`src/rtl/mips_cpu_hilo_muldiv_ctrl.sv`:
```
// HI/LO owner with an iterative radix-2 mul/div engine: WIDTH step cycles plus one fix-up cycle.
// MFHI/MFLO/MTHI/MTLO are single-cycle in IDLE; any HI/LO op stalls while the engine is busy.
`timescale 1ns/1ps
module mips_cpu_hilo_muldiv_ctrl #(
  parameter int WIDTH = 32
) (
  input  logic             clk,
  input  logic             reset,
  input  logic             op_valid,
  input  logic [4:0]       alucontrol,
  input  logic [WIDTH-1:0] srca,
  input  logic [WIDTH-1:0] srcb,
  input  logic             kill,
  output logic             stall,
  output logic             busy,
  output logic [WIDTH-1:0] rd_data,
  output logic [WIDTH-1:0] hi,
  output logic [WIDTH-1:0] lo
);

  localparam int CW = $clog2(WIDTH) + 1;

  localparam logic [4:0] OP_MULTU = 5'b00111;
  localparam logic [4:0] OP_MULT  = 5'b01000;
  localparam logic [4:0] OP_DIV   = 5'b01111;
  localparam logic [4:0] OP_DIVU  = 5'b10000;
  localparam logic [4:0] OP_MTHI  = 5'b10001;
  localparam logic [4:0] OP_MTLO  = 5'b10010;
  localparam logic [4:0] OP_MFHI  = 5'b11010;
  localparam logic [4:0] OP_MFLO  = 5'b11011;

  typedef enum logic [1:0] {
    S_IDLE,
    S_RUN,
    S_FIX
  } state_t;

  state_t          state_q, state_d;
  logic            busy_q, busy_d;
  logic [CW-1:0]   cnt_q, cnt_d;
  logic [WIDTH-1:0] hi_q, hi_d;
  logic [WIDTH-1:0] lo_q, lo_d;
  // acc_hi holds partial product high half / partial remainder;
  // acc_lo holds the multiplier being shifted out / the quotient being shifted in.
  logic [WIDTH-1:0] acc_hi_q, acc_hi_d;
  logic [WIDTH-1:0] acc_lo_q, acc_lo_d;
  logic [WIDTH-1:0] opnd_q, opnd_d;
  logic [WIDTH-1:0] dvd_q, dvd_d;
  logic            is_div_q, is_div_d;
  logic            neg_q, neg_d;
  logic            sgn_a_q, sgn_a_d;
  logic            dz_q, dz_d;

  logic            is_muldiv, is_signed, is_div_op, is_hilo;
  logic            sign_a, sign_b;
  logic [WIDTH-1:0] abs_a, abs_b;
  logic [WIDTH:0]  mul_sum;
  logic [WIDTH:0]  div_sh;
  logic [WIDTH:0]  div_diff;
  logic [2*WIDTH-1:0] prod_mag, prod_fix;
  logic [WIDTH-1:0] quo_fix, rem_fix;

  always_comb begin
    is_muldiv = (alucontrol == OP_MULTU) || (alucontrol == OP_MULT) ||
                (alucontrol == OP_DIV)   || (alucontrol == OP_DIVU);
    is_signed = (alucontrol == OP_MULT) || (alucontrol == OP_DIV);
    is_div_op = (alucontrol == OP_DIV) || (alucontrol == OP_DIVU);
    is_hilo   = is_muldiv ||
                (alucontrol == OP_MTHI) || (alucontrol == OP_MTLO) ||
                (alucontrol == OP_MFHI) || (alucontrol == OP_MFLO);
    sign_a    = is_signed & srca[WIDTH-1];
    sign_b    = is_signed & srcb[WIDTH-1];
    abs_a     = sign_a ? -srca : srca;
    abs_b     = sign_b ? -srcb : srcb;
  end

  always_comb begin
    mul_sum  = {1'b0, acc_hi_q} + (acc_lo_q[0] ? {1'b0, opnd_q} : {(WIDTH+1){1'b0}});
    div_sh   = {acc_hi_q, acc_lo_q[WIDTH-1]};
    div_diff = div_sh - {1'b0, opnd_q};
    prod_mag = {acc_hi_q, acc_lo_q};
    prod_fix = neg_q ? -prod_mag : prod_mag;
    quo_fix  = neg_q ? -acc_lo_q : acc_lo_q;
    rem_fix  = sgn_a_q ? -acc_hi_q : acc_hi_q;
  end

  always_comb begin
    state_d  = state_q;
    cnt_d    = cnt_q;
    hi_d     = hi_q;
    lo_d     = lo_q;
    acc_hi_d = acc_hi_q;
    acc_lo_d = acc_lo_q;
    opnd_d   = opnd_q;
    dvd_d    = dvd_q;
    is_div_d = is_div_q;
    neg_d    = neg_q;
    sgn_a_d  = sgn_a_q;
    dz_d     = dz_q;

    case (state_q)
      S_IDLE: begin
        if (op_valid && !kill) begin
          if (is_muldiv) begin
            state_d  = S_RUN;
            cnt_d    = '0;
            acc_hi_d = '0;
            acc_lo_d = is_div_op ? abs_a : abs_b;
            opnd_d   = is_div_op ? abs_b : abs_a;
            dvd_d    = srca;
            is_div_d = is_div_op;
            neg_d    = sign_a ^ sign_b;
            sgn_a_d  = sign_a;
            dz_d     = (srcb == '0);
          end else if (alucontrol == OP_MTHI) begin
            hi_d = srca;
          end else if (alucontrol == OP_MTLO) begin
            lo_d = srca;
          end
        end
      end
      S_RUN: begin
        if (kill) begin
          state_d = S_IDLE;
          cnt_d   = '0;
        end else begin
          if (is_div_q) begin
            // Restoring step: keep the trial difference only when it did not borrow.
            acc_hi_d = div_diff[WIDTH] ? div_sh[WIDTH-1:0] : div_diff[WIDTH-1:0];
            acc_lo_d = {acc_lo_q[WIDTH-2:0], ~div_diff[WIDTH]};
          end else begin
            acc_hi_d = mul_sum[WIDTH:1];
            acc_lo_d = {mul_sum[0], acc_lo_q[WIDTH-1:1]};
          end
          cnt_d = cnt_q + CW'(1);
          if (cnt_q == CW'(WIDTH-1)) begin
            state_d = S_FIX;
          end
        end
      end
      S_FIX: begin
        state_d = S_IDLE;
        cnt_d   = '0;
        if (!kill) begin
          if (!is_div_q) begin
            hi_d = prod_fix[2*WIDTH-1:WIDTH];
            lo_d = prod_fix[WIDTH-1:0];
          end else if (dz_q) begin
            hi_d = dvd_q;
            lo_d = '1;
          end else begin
            hi_d = rem_fix;
            lo_d = quo_fix;
          end
        end
      end
      default: begin
        state_d = S_IDLE;
        cnt_d   = '0;
      end
    endcase

    busy_d = (state_d != S_IDLE);
  end

  always_ff @(posedge clk or negedge reset) begin
    if (!reset) begin
      state_q  <= S_IDLE;
      busy_q   <= 1'b0;
      cnt_q    <= '0;
      hi_q     <= '0;
      lo_q     <= '0;
      acc_hi_q <= '0;
      acc_lo_q <= '0;
      opnd_q   <= '0;
      dvd_q    <= '0;
      is_div_q <= 1'b0;
      neg_q    <= 1'b0;
      sgn_a_q  <= 1'b0;
      dz_q     <= 1'b0;
    end else begin
      state_q  <= state_d;
      busy_q   <= busy_d;
      cnt_q    <= cnt_d;
      hi_q     <= hi_d;
      lo_q     <= lo_d;
      acc_hi_q <= acc_hi_d;
      acc_lo_q <= acc_lo_d;
      opnd_q   <= opnd_d;
      dvd_q    <= dvd_d;
      is_div_q <= is_div_d;
      neg_q    <= neg_d;
      sgn_a_q  <= sgn_a_d;
      dz_q     <= dz_d;
    end
  end

  always_comb begin
    stall = op_valid & busy_q & is_hilo;
    busy  = busy_q;
    hi    = hi_q;
    lo    = lo_q;
    case (alucontrol)
      OP_MFHI: rd_data = hi_q;
      OP_MFLO: rd_data = lo_q;
      default: rd_data = '0;
    endcase
  end

endmodule

```
`config.mk`:
```
export PLATFORM = sky130hd
export DESIGN_NAME = mips_cpu_hilo_muldiv_ctrl
export DESIGN_NICKNAME = d
export VERILOG_FILES = /design/src/rtl/mips_cpu_hilo_muldiv_ctrl.sv
export SDC_FILE = /design/constraint.sdc
export NUM_CORES = 1
export LEC_CHECK = 0
export CELL_PAD_IN_SITES_DETAIL_PLACEMENT = 1
export CELL_PAD_IN_SITES_GLOBAL_PLACEMENT = 1
export CORE_ASPECT_RATIO = 1.2
export CORE_UTILIZATION = 30
export CTS_CLUSTER_SIZE = 16
export DETAILED_ROUTE_END_ITERATION = 7
export GPL_TIMING_DRIVEN = 0
export PLACE_DENSITY_LB_ADDON = 0.1
export SETUP_SLACK_MARGIN = 0.15
export SLEW_MARGIN = 10
export SYNTH_ARGS = -nofsm -noshare
export SYNTH_HDL_FRONTEND = slang
export SYNTH_SLANG_ARGS = --single-unit
```
`constraint.sdc`:
```
create_clock -name clk -period 4.6 [get_ports clk]
set_input_delay 1.38 -clock clk [delete_from_list [all_inputs] [get_ports clk]]
set_output_delay 1.38 -clock clk [all_outputs]
set_load 0.03 [all_outputs]
```
==> run_1/final_clocks.png <==
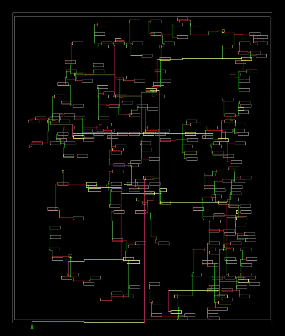
CTS buffer count: 26
Worst Skew: 0.0128 ns
clk_buf instances: 33

==> run_1/met1.png <==
Supply wires on this layer in gray.
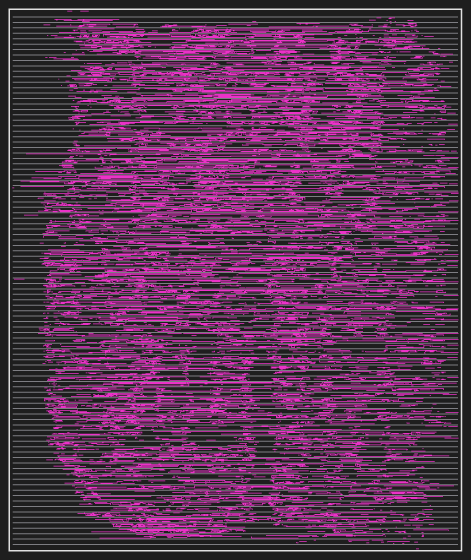
share of all routed wire	42%
wire length on this layer	38.9 mm
Routed WL: 91,800 µm
M1 GR Usage: 0.376
Vias: 18,895

==> run_1/pdn.png <==
Pins as bars on the die edge.
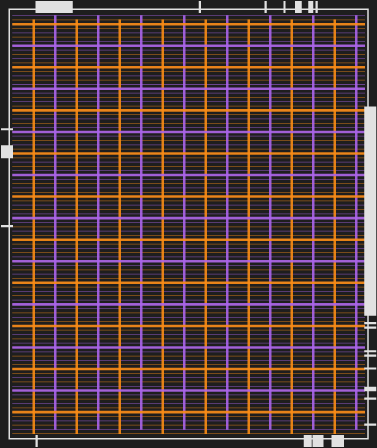
color	net
orange	VSS
purple	VDD
signal pins	171
met5 straps	19
rows	97
met4 straps	16
met1 rails	98

==> run_1/pins.png <==
Pins as bars across the die edge, other pins in gray.
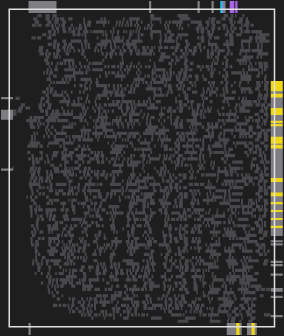
color	port	pins	direction	edge
purple	alucontrol	5	input	top
cyan	busy	1	output	top
yellow	lo	32	output	28 right, 4 bottom

==> changes_impl.md, run 1 <==
### Physical design

* Area leader share at 0.286
* Log Warnings at 28
* Pwr Total at ~11 mW
* Tcrit/Tclk final at 0.951
* Routed Antenna Nets at 0
* Sequential share of the synthesized area at 0.286
* Metal3 WL at around 4000 µm
* Critical-path maximum fanout at 10
* Critical-path cell list: clkdlybuf4s50_1 > nand4b_1 > buf_4 > buf_2 > nor2_1 > clkdlybuf4s15_2
* DIE HEIGHT at ~270 µm
* Buf/Inv on CP at 4
* Vias in the first global route at between 15,000 and 20,000
* YS warnings at 0
* HP Class: register to register
* Slew margin rel. at 0.347
* Crit path time final at about 4.4 ns
* Worst r2r path cells at 13
* CP Capture Type: output pin
* Largest area contributor in the netlist: dfrtp_1
* Grt ovf at 0
* Syn_area_per_cell at between 7 and 8 µm²
* Post-synth cell types at between 80 and 90
* # port buffers at approximately 160
* Mapped Cells at ~2,400
* XOR Share, Synth at 0.0975
* Post-synthesis net count at approximately 2,500
* Worst-margin pin slew at 0.980 ns
* P_sw at roughly 5.6 mW
* Adder share at 0.0503
* Starting DRT DRC Count at 1,150
* RSZ-0062 raised after global routing: yes
* Slew Limit Fails at 0
* Hold-fix buffers, CTS at 0
* Synthesized cell area at 0.0180 mm²
* Die width at between 200 and 250 µm
* WHS Path Cells at 2
* Maximum root-to-sink buffer count at 3
* Placer Congestion at 0.931
* Num ports at 171
* Async SR Flop Fraction at 1.00
* Top cells by area: dfrtp_1 29%, nand2_1 7.4%, xnor2_1 6.7%
* CTS tree: done
* Clk pin slew, worst setup/hold paths at 0.06 ns
* Maximum level of the CTS H-tree at 1
* Dominant Register Cell: dfrtp_1
* Worst setup margin at 0.223 ns
* Most frequent cell after synthesis: nand2_1
* Clk root buf: clkbuf_16
* Crit path launch: alucontrol[2]
* Outcome: finished, final reports clean
* Flops after synth at slightly above 200
* Max Cap Viol at 0
* DR DRC count at 0
* Pint at between 5 and 6 mW
* Hold path endpoint: dvd_q[11]
* Final Hold Vio Count at 0
* # diodes at 0
* Routed len/inst at 27.2 µm
* Pre-CTS WS at -1.23 ns
* Crit path max-delay cell type: clkdlybuf4s50_1
* Chip Area at around 0.06 mm²
* Synth top cells by count: 353 x nand2_1, 215 x o21ai_0, 213 x nor2_1
* Clock Latency Late Sink at about 0.57 ns
* Number of cells in Yosys stat at between 2,000 and 2,500
* Antenna violations before repair at 0
* Largest net degree at the start of global routing at roughly 97
* R2R Setup Slk at 0.35 ns
* Crit path DRT at between 3 and 4 ns
* CTS sink cnt at between 200 and 250
* Reg-to-reg startpoint: acc_lo_q[0]
* Setup CP Type: primary input to output pin
* R2r endpoint: acc_hi_q[30]
* DR vias/cell at roughly 5.6
* Met1 wire length at slightly below 40,000 µm
* MUX share of area at 0.0592
* Fmax at between 0.2 and 0.25 GHz
* YS chip area at around 0.018 mm²
* Gr usage total at 0.300
* Switching part of the total at 0.488
* Nets at 2,706
* Max Used Layer: met4
* # setup viols final at 0
* Core area at 0.0587 mm²
* Worst path arrival time at around 3 ns
* Area grow syn2layout at 19.7%
* PD cells at 533 mW/mm²
* Utilization after layout at 0.366
* Part of the power in the clock network at 0.194
* CP delay by family, top: buffers and inverters
* Comb power frac at 0.562
* Crit-path max cell delay at 0.52 ns
* Top logic family: AND-OR/OR-AND gates
* Compound Share, Synth at 0.240
* Yosys simple share at 0.213
* DR WL met2 at 42,300 µm
* Cell Rows at 97
* CP startpoint kind: primary input
* Register share of total power at 0.244
* First-pass DRT Iterations at 5
* First-pass GRT wire length at 135,000 µm
* Hold_sp: dvd_q[11]
* VDD IR max at 0.269 mV
* Pre-Place Util at 0.306
* Leakage at about 8.9 nW
* EDFF count, synth at 0
* Layout cells sized above 1 at 0.0613
* DP HPWL at roughly 75,000 µm
run 1: area by class of cell:
class                   instances  area, µm²
inverters                      63        236
flip-flops and latches        205       5130
well taps                     792        991
clock inverters                 9        164
plain buffers                 184        757
clock buffers                  33        717
multi-input cells            1917      12000
repair buffers                165       1550
fillers                      7358      37200
run 1: sequential cells by signal, summed over array words and instances (netlist names), 2 cells and up:
| register | cells |
|---|---|
| acc_hi_q | 32 |
| acc_lo_q | 32 |
| cnt_q | 6 |
| dvd_q | 32 |
| hi | 32 |
| lo | 32 |
| opnd_q | 32 |
| state_q | 2 |
run 1: worst max-delay path by stage:
stage / cells past startpoint / endpoint / slack [ns]
floorplan: 4 / rd_data[10] / 0.52
global placement: 1 / opnd_q[15] / -7.61
detailed placement: 11 / acc_lo_q[28] / -1.23
CTS: 8 / stall / 0.1
global route: 13 / acc_hi_q[30] / 0.09
finish: 6 / rd_data[9] / 0.22
run 1: cells by family (layout without fill, tap and decap cells):
logic type / after synthesis / after routing
AOI/OAI and AO/OA: 691 / 691
xor gates and xnor gates: 200 / 200
adders and majority gates: 71 / 71
buffers and inverters: 247 / 454
DFF: 205 / 205
muxes: 105 / 105
and+or+nand+nor: 850 / 850
run 1: metrics by stage:
step                instances  cell area [µm²]  hold WS, ns  setup TNS (ns)
floorplan                2369            18000        0.440               0
global placement         3320            20500        0.462        -1665.24
detailed placement       3322            20600        0.471         -125.24
CTS                      3365            21500        0.488               0
global route             3368            21500        0.498               0
finish                   3368            21500        0.481               0
run 1: placed cells by master, fill, tap and decap left out, drive strengths merged, types with 18 or more instances in the layout:
cell type      netlist  routed
nand2              353     353
o21ai              233     233
clkbuf             157     217
nor2               213     213
dfrtp              205     205
a21oi              151     151
xnor2              138     138
clkdlybuf4s50        0     121
mux2i               95      95
nand3               75      75
ha                  69      69
inv                 62      62
xor2                62      62
nor3                48      48
o22ai               41      41
o31ai               36      36
a31oi               35      35
buf                 27      35
a21o                33      33
o211ai              31      31
nand2b              24      24
a211oi              21      21
or3                 19      19
and3                18      18
nor4                18      18
run 1: per-layer routing:
layer,track usage,up-vias
met5,0,-
met1,0.376,9415
met4,0.190,0
li1,-,8792
met3,0.0305,150
met2,0.490,538
run 1: worst register-to-register path, cell delays in order (launching register included):
cell,delay [ns]
dfrtp_1,0.49
inv_1,0.30
clkbuf_1,0.49
nor2_1,0.12
ha_1,0.38
o211ai_1,0.15
o211a_1,0.27
o31ai_1,0.57
nor2_1,0.09
o211ai_1,0.45
a31oi_1,0.21
nor3b_1,0.24
a211oi_1,0.08
o41ai_1,0.31
run 1: power by group through the flow:
stage	clock (mW)	combinational (mW)	sequential [mW]
finish	2.22	6.43	2.80
global route	2.31	6.99	2.84
CTS	2.25	6.37	2.78
detailed placement	0	6.32	2.81
global placement	0	6.21	2.80
floorplan	0	4.14	2.71
run 1: timing repair:
item / 4_1_cts / 5_1_grt
pin swaps: 1 / 1
buffers inserted: 1 / 3
endpoints found under the hold margin: 0 / 0
endpoints found under the setup margin: 147 / 70
gates resized: 75 / 69
==> run 1 -> run 2 <==
--- a/config.mk
+++ b/config.mk
@@ -5,6 +5,7 @@
 export SDC_FILE = /design/constraint.sdc
 export NUM_CORES = 1
 export LEC_CHECK = 0
+export CAP_MARGIN = 10
 export CELL_PAD_IN_SITES_DETAIL_PLACEMENT = 1
 export CELL_PAD_IN_SITES_GLOBAL_PLACEMENT = 1
 export CORE_ASPECT_RATIO = 1.2
==> run_2/met1.png <==
Supply wires on this layer in gray.
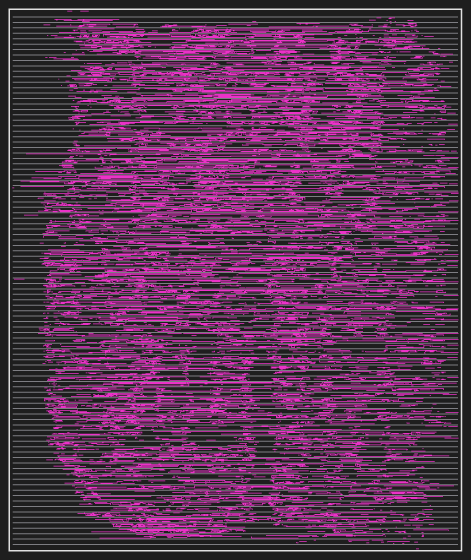

==> run_2/pins.png <==
Pins as bars across the die edge, other pins in gray.
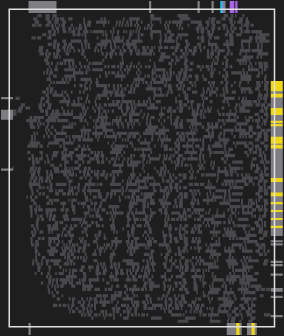
color	port	pins	direction	edge
yellow	lo	32	output	28 right, 4 bottom
purple	alucontrol	5	input	top
cyan	busy	1	output	top

==> changes_impl.md, run 2 <==
### Physical design

* P_sw at 5.58 mW (unchanged)
* Final Hold Vio Count at 0 (unchanged)
* Layout Cell Area excl Fill at 0.0215 mm² (unchanged)
* Register share of total power at 0.244 (about the same)
* CTS buffer count at 26 (unchanged)
* Mapped Cells at 2,369 (unchanged)
* Area leader share at 0.286 (unchanged)
* DR DRC count at 0 (unchanged)
* Starting DRT DRC Count at 1,150 (unchanged)
* Clk pin slew, worst setup/hold paths at 0.06 ns (about the same)
* Critical-path maximum fanout at 10 (unchanged)
* Dpl cell area at 0.0206 mm² (unchanged)
* RSZ-0062 raised after global routing: yes
* Fmax at 0.228 GHz (unchanged)
* Pwr Total at 11.4 mW (unchanged)
* Top cells by area: dfrtp_1 29%, nand2_1 7.4%, xnor2_1 6.7%
* Worst-margin pin slew at 0.980 ns (unchanged)
* Worst r2r path cells at 13 (unchanged)
* Comb power frac at 0.562 (about the same)
* Grt ovf at 0 (unchanged)
* Sequential share of the synthesized area at 0.286 (unchanged)
* Synthesized cell area at 0.0180 mm² (unchanged)
* Async SR Flop Fraction at 1.00 (unchanged)
* VDD IR max at 0.269 mV (unchanged)
* Tcrit/Tclk final at 0.951 (unchanged)
* Gate Area at 0.0120 mm² (unchanged)
* Routed len/inst at 27.2 µm (unchanged)
* CTS sink cnt at 205 (unchanged)
* First-pass DRT Iterations at 5 (unchanged)
* HP Class: register to register
* Routed WL at 91,800 µm (unchanged)
* Total negative slack at 0 ns (unchanged)
* R2R Setup Slk at 0.35 ns (about the same)
* First-pass GRT wire length at 135,000 µm (unchanged)
* Reg-to-reg startpoint: acc_lo_q[0]
* Top cells excl fill/tap: 353 x nand2_1, 214 x o21ai_0, 213 x nor2_1, 204 x dfrtp_1
* Largest area contributor in the netlist: dfrtp_1
* Worst Hold Slack at 0.481 ns (unchanged)
* Utilization after layout at 0.366 (unchanged)
* Nets at 2,706 (unchanged)
* Crit path time final at 4.38 ns (unchanged)
* Crit path DRT at 3.22 ns (about the same)
* Sequential Area at 0.00513 mm² (unchanged)
* Number of cells in Yosys stat at 2,369 (unchanged)
* Critical-path cell list: clkdlybuf4s50_1 > nand4b_1 > buf_4 > buf_2 > nor2_1 > clkdlybuf4s15_2
* Crit path max-delay cell type: clkdlybuf4s50_1
* Outcome: finished, final reports clean
* DR vias/cell at 5.61 (unchanged)
* CP Capture Type: output pin
* Worst path arrival time at 3.00 ns (about the same)
* Slew margin rel. at 0.347 (unchanged)
* CP Depth at 6 (unchanged)
* Vias at 18,895 (unchanged)
* YS chip area at 0.0180 mm² (unchanged)
* Placer Congestion at 0.931 (unchanged)
* # diodes at 0 (unchanged)
* Gr usage total at 0.300 (unchanged)
* # port buffers at 159 (unchanged)
* Crit-path max cell delay at 0.52 ns (about the same)
* Log Warnings at 28 (unchanged)
* Most common logic cell in the routed design: nand2_1
-- run 2: cell counts after synthesis --
No cell type changed its count.
-- run 2: final cells by class --
| class | count | area share |
|---|---|---|
| well taps | 792 | 0.0461 |
| clock buffers | 33 | 0.0334 |
| inverters | 63 | 0.0110 |
| repair buffers | 165 | 0.0720 |
| plain buffers | 184 | 0.0352 |
| clock inverters | 9 | 0.00763 |
| multi-input cells | 1917 | 0.556 |
| flip-flops and latches | 205 | 0.239 |
-- run 2: worst register-to-register path: stages (launching register included) --
cell and delay (ns):
dfrtp_1 0.49, inv_1 0.30, clkbuf_1 0.49, nor2_1 0.12, ha_1 0.38, o211ai_1 0.15
o211a_1 0.27, o31ai_1 0.57, nor2_1 0.09, o211ai_1 0.45, a31oi_1 0.21, nor3b_1 0.24
a211oi_1 0.08, o41ai_1 0.31
-- run 2: metrics by stage --
step                      instances  worst slack [ns]
final                          3368             0.223
after global placement         3320             -7.61
after floorplan                2369             0.519
after CTS                      3365            0.0963
after detailed placement       3322             -1.23
after global routing           3368            0.0931
-- run 2: how the worst min path moves through the flow --
stage               startpoint  cells after the start        end  slack [ns]
floorplan            dvd_q[24]                      2  dvd_q[24]        0.44
global placement      dvd_q[2]                      2   dvd_q[2]        0.46
detailed placement   dvd_q[11]                      2  dvd_q[11]        0.47
CTS                  dvd_q[11]                      2  dvd_q[11]        0.49
global route          dvd_q[2]                      2   dvd_q[2]        0.50
finish               dvd_q[11]                      2  dvd_q[11]        0.48
-- run 2: cells by family after synthesis --
family | Yosys count | share of synthesized area
AND-OR/OR-AND | 691 | 0.240
XOR/XNOR | 200 | 0.0975
adder cells (fa/ha/maj) | 71 | 0.0503
buffers and inverters | 247 | 0.0538
flip-flops | 205 | 0.286
multiplexers | 105 | 0.0592
AND/OR/NAND/NOR | 850 | 0.213
-- run 2: metal layers --
metal	track usage	wire, µm
met3	0.0305	3970
met5	0	0
met2	0.490	42300
met4	0.190	6560
met1	0.376	38900
-- run 2: repair_timing --
action	CTS	global route
pin swaps	1	1
gates cloned	0	0
setup buffers	1	3
endpoints found under the setup margin	147	70
hold buffers	0	0
resized	75	69
-- run 2: power by group through the flow --
| stage | Clock, mW | Sequential (mW) | Combinational, mW |
|---|---|---|---|
| floorplan | 0 | 2.71 | 4.14 |
| global placement | 0 | 2.80 | 6.21 |
| detailed placement | 0 | 2.81 | 6.32 |
| CTS | 2.25 | 2.78 | 6.37 |
| global route | 2.31 | 2.84 | 6.99 |
| finish | 2.22 | 2.80 | 6.43 |
Power and IR drop assume default switching activity.
